==> config.mk <==
export PLATFORM = sky130hd
export DESIGN_NAME = mn_result_collector
export DESIGN_NICKNAME = d
export VERILOG_FILES = /design/src/rtl/mn_pkg.sv /design/src/rtl/mn_sync_fifo.sv /design/src/rtl/mn_result_collector.sv
export SDC_FILE = /design/constraint.sdc
export NUM_CORES = 1
export LEC_CHECK = 0
export ABC_AREA = 1
export CORE_MARGIN = 4
export CORE_UTILIZATION = 50
export CTS_CLUSTER_DIAMETER = 120
export DETAILED_ROUTE_END_ITERATION = 10
export PLACE_DENSITY_LB_ADDON = 0.15
export SETUP_SLACK_MARGIN = 0.05
export SLEW_MARGIN = 20
export SYNTH_ARGS = -nofsm -noshare
export SYNTH_HDL_FRONTEND = slang
export SYNTH_SLANG_ARGS = --single-unit
==> constraint.sdc <==
create_clock -name clk_i -period 5.8 [get_ports clk_i]
set_clock_uncertainty 0.2 [all_clocks]
set_input_delay 1.16 -clock clk_i [delete_from_list [all_inputs] [get_ports clk_i]]
set_output_delay 1.16 -clock clk_i [all_outputs]
set_load 0.1 [all_outputs]
Fig. 1: wires at chosen ports, followed through buffers
Scale bar: 50 µm.
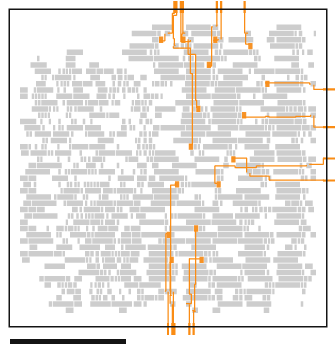
colour	port	bits	direction	end cells	wire
orange	wr_addr_o	16	output	16	598 µm
Ports: 91
Buffers on Ports: 81

Fig. 2: signal wires on met2
Scale bar: 50 µm.
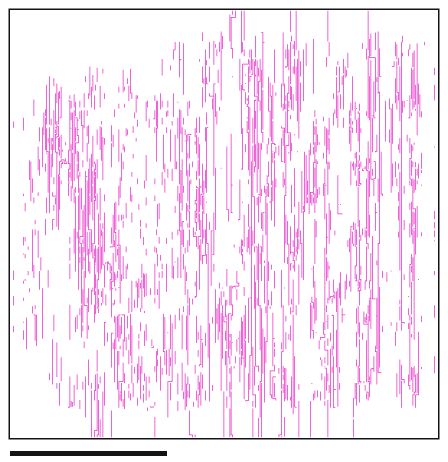
share of all routed wire	48%
main direction	vertical
Vias: 5605
WL final: 17.05 mm
met2 Usage GRT: 31.54%

Fig. 3: placement view
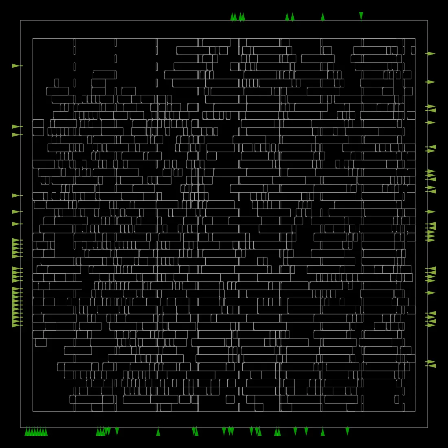
# fillers: 1264
row count: 46

Fig. 4: wiring by layer
Two of the layers only.
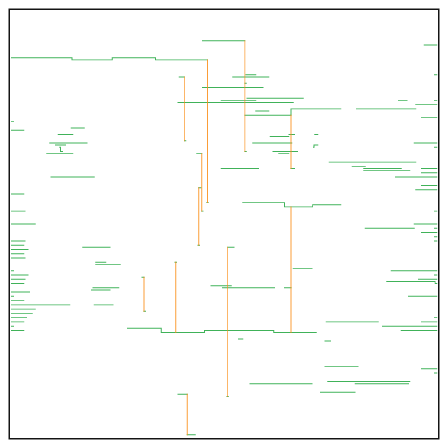
colour	layer	wire length
green	met3	967 µm
orange	met4	289 µm
GRT Total Usage: 19.02%
drt wl/cell: 15.53 µm

==> flow_summary.json <==
{
  "outcome": "complete, no violations",
  "start_kind": "input port",
  "path_common_cell": "nand2_1",
  "ys_seq_share_pct": 52.40,
  "power_frac_comb_pct": 41.4,
  "ys_area_mm2": 0.008272,
  "yosys.area_share.aoi_pct": 7.730,
  "ff_type": "edfxtp_1",
  "die_y_um": 136.6,
  "seq_power_mw": 1.44,
  "tns_ns": 0,
  "crit_family": "adder cells",
  "critPathArrivalTime_ns": 5.29,
  "grt_pass1_wl_mm": 27.50,
  "grt_use_met1_pct": 25.00,
  "p_comb_mw": 1.75,
  "logic_area_mm2": 0.003337,
  "xor_share_pct": 1.271,
  "core_area_mm2": 0.01606,
  "pwr.group.clock_mw": 1.05,
  "cts_sinks": 146,
  "place_area_mm2": 0.009155,
  "die_x_um": 136.6,
  "netlist_top_cells_count": "nor2_1, edfxtp_1, inv_1",
  "grt_max_degree": 67,
  "async_reset_ff_share_pct": 6.849,
  "hp-class": "register to register",
  "cts_buffers": 17,
  "dp_cells": 1065,
  "cts_max_level": 4,
  "nets": 1013,
  "ys_cells": 804,
  "rsz0062_at_grt": "no",
  "post-synth-top-count-cell": "nor2_1",
  "inverters": 119,
  "ir_worst_vdd_v": 0.0002572,
  "clkCellAreaFrac_pct": 5.757,
  "utilization_pct": 61.04,
  "whs_ns": 0.2930,
  "seqCellArea_mm2": 0.004335,
  "fin_cells": 1098,
  "cts-root-buf": "clkbuf_16",
  "largest_class": "registers",
  "finalSetupViolCount": 0,
  "syn_nets": 946,
  "drc": 0,
  "sh_comb_area_pct": 34.04,
  "clk_pin_slew_ns": 0.06,
  "wl_met2_mm": 8.239,
  "final_area_mm2": 0.009802,
  "synth_adder_area_share_pct": 17.40,
  "n_clock_buffer": 18,
  "sh_seq_area_pct": 44.23,
  "logic_gate_count": 498,
  "p_int_mw": 2.553,
  "final_cell_mix": "nor2_1, edfxtp_1, inv_1",
  "drive_above_1_share_pct": 9.977,
  "simple_gate_area_share_pct": 13.54,
  "crit_path_top_delay_cell": "clkdlybuf4s50_1",
  "synthTopCellsByArea": "edfxtp_1, fa_1, ha_1",
  "hold_depth": 2,
  "regToRegSetupSlack_ns": 1.36,
  "yosys.cell_types.count": 30,
  "yosysWarnings": 0,
  "warning_count": 38,
  "yosysTopAreaCell": "edfxtp_1",
  "hold_viol": 0,
  "use_met3_pct": 4.044,
  "edf_count": 136,
  "area_growth_pct": 18.50,
  "dp_slack_ns": 0.06189,
  "syn_area_mm2": 0.008272
}
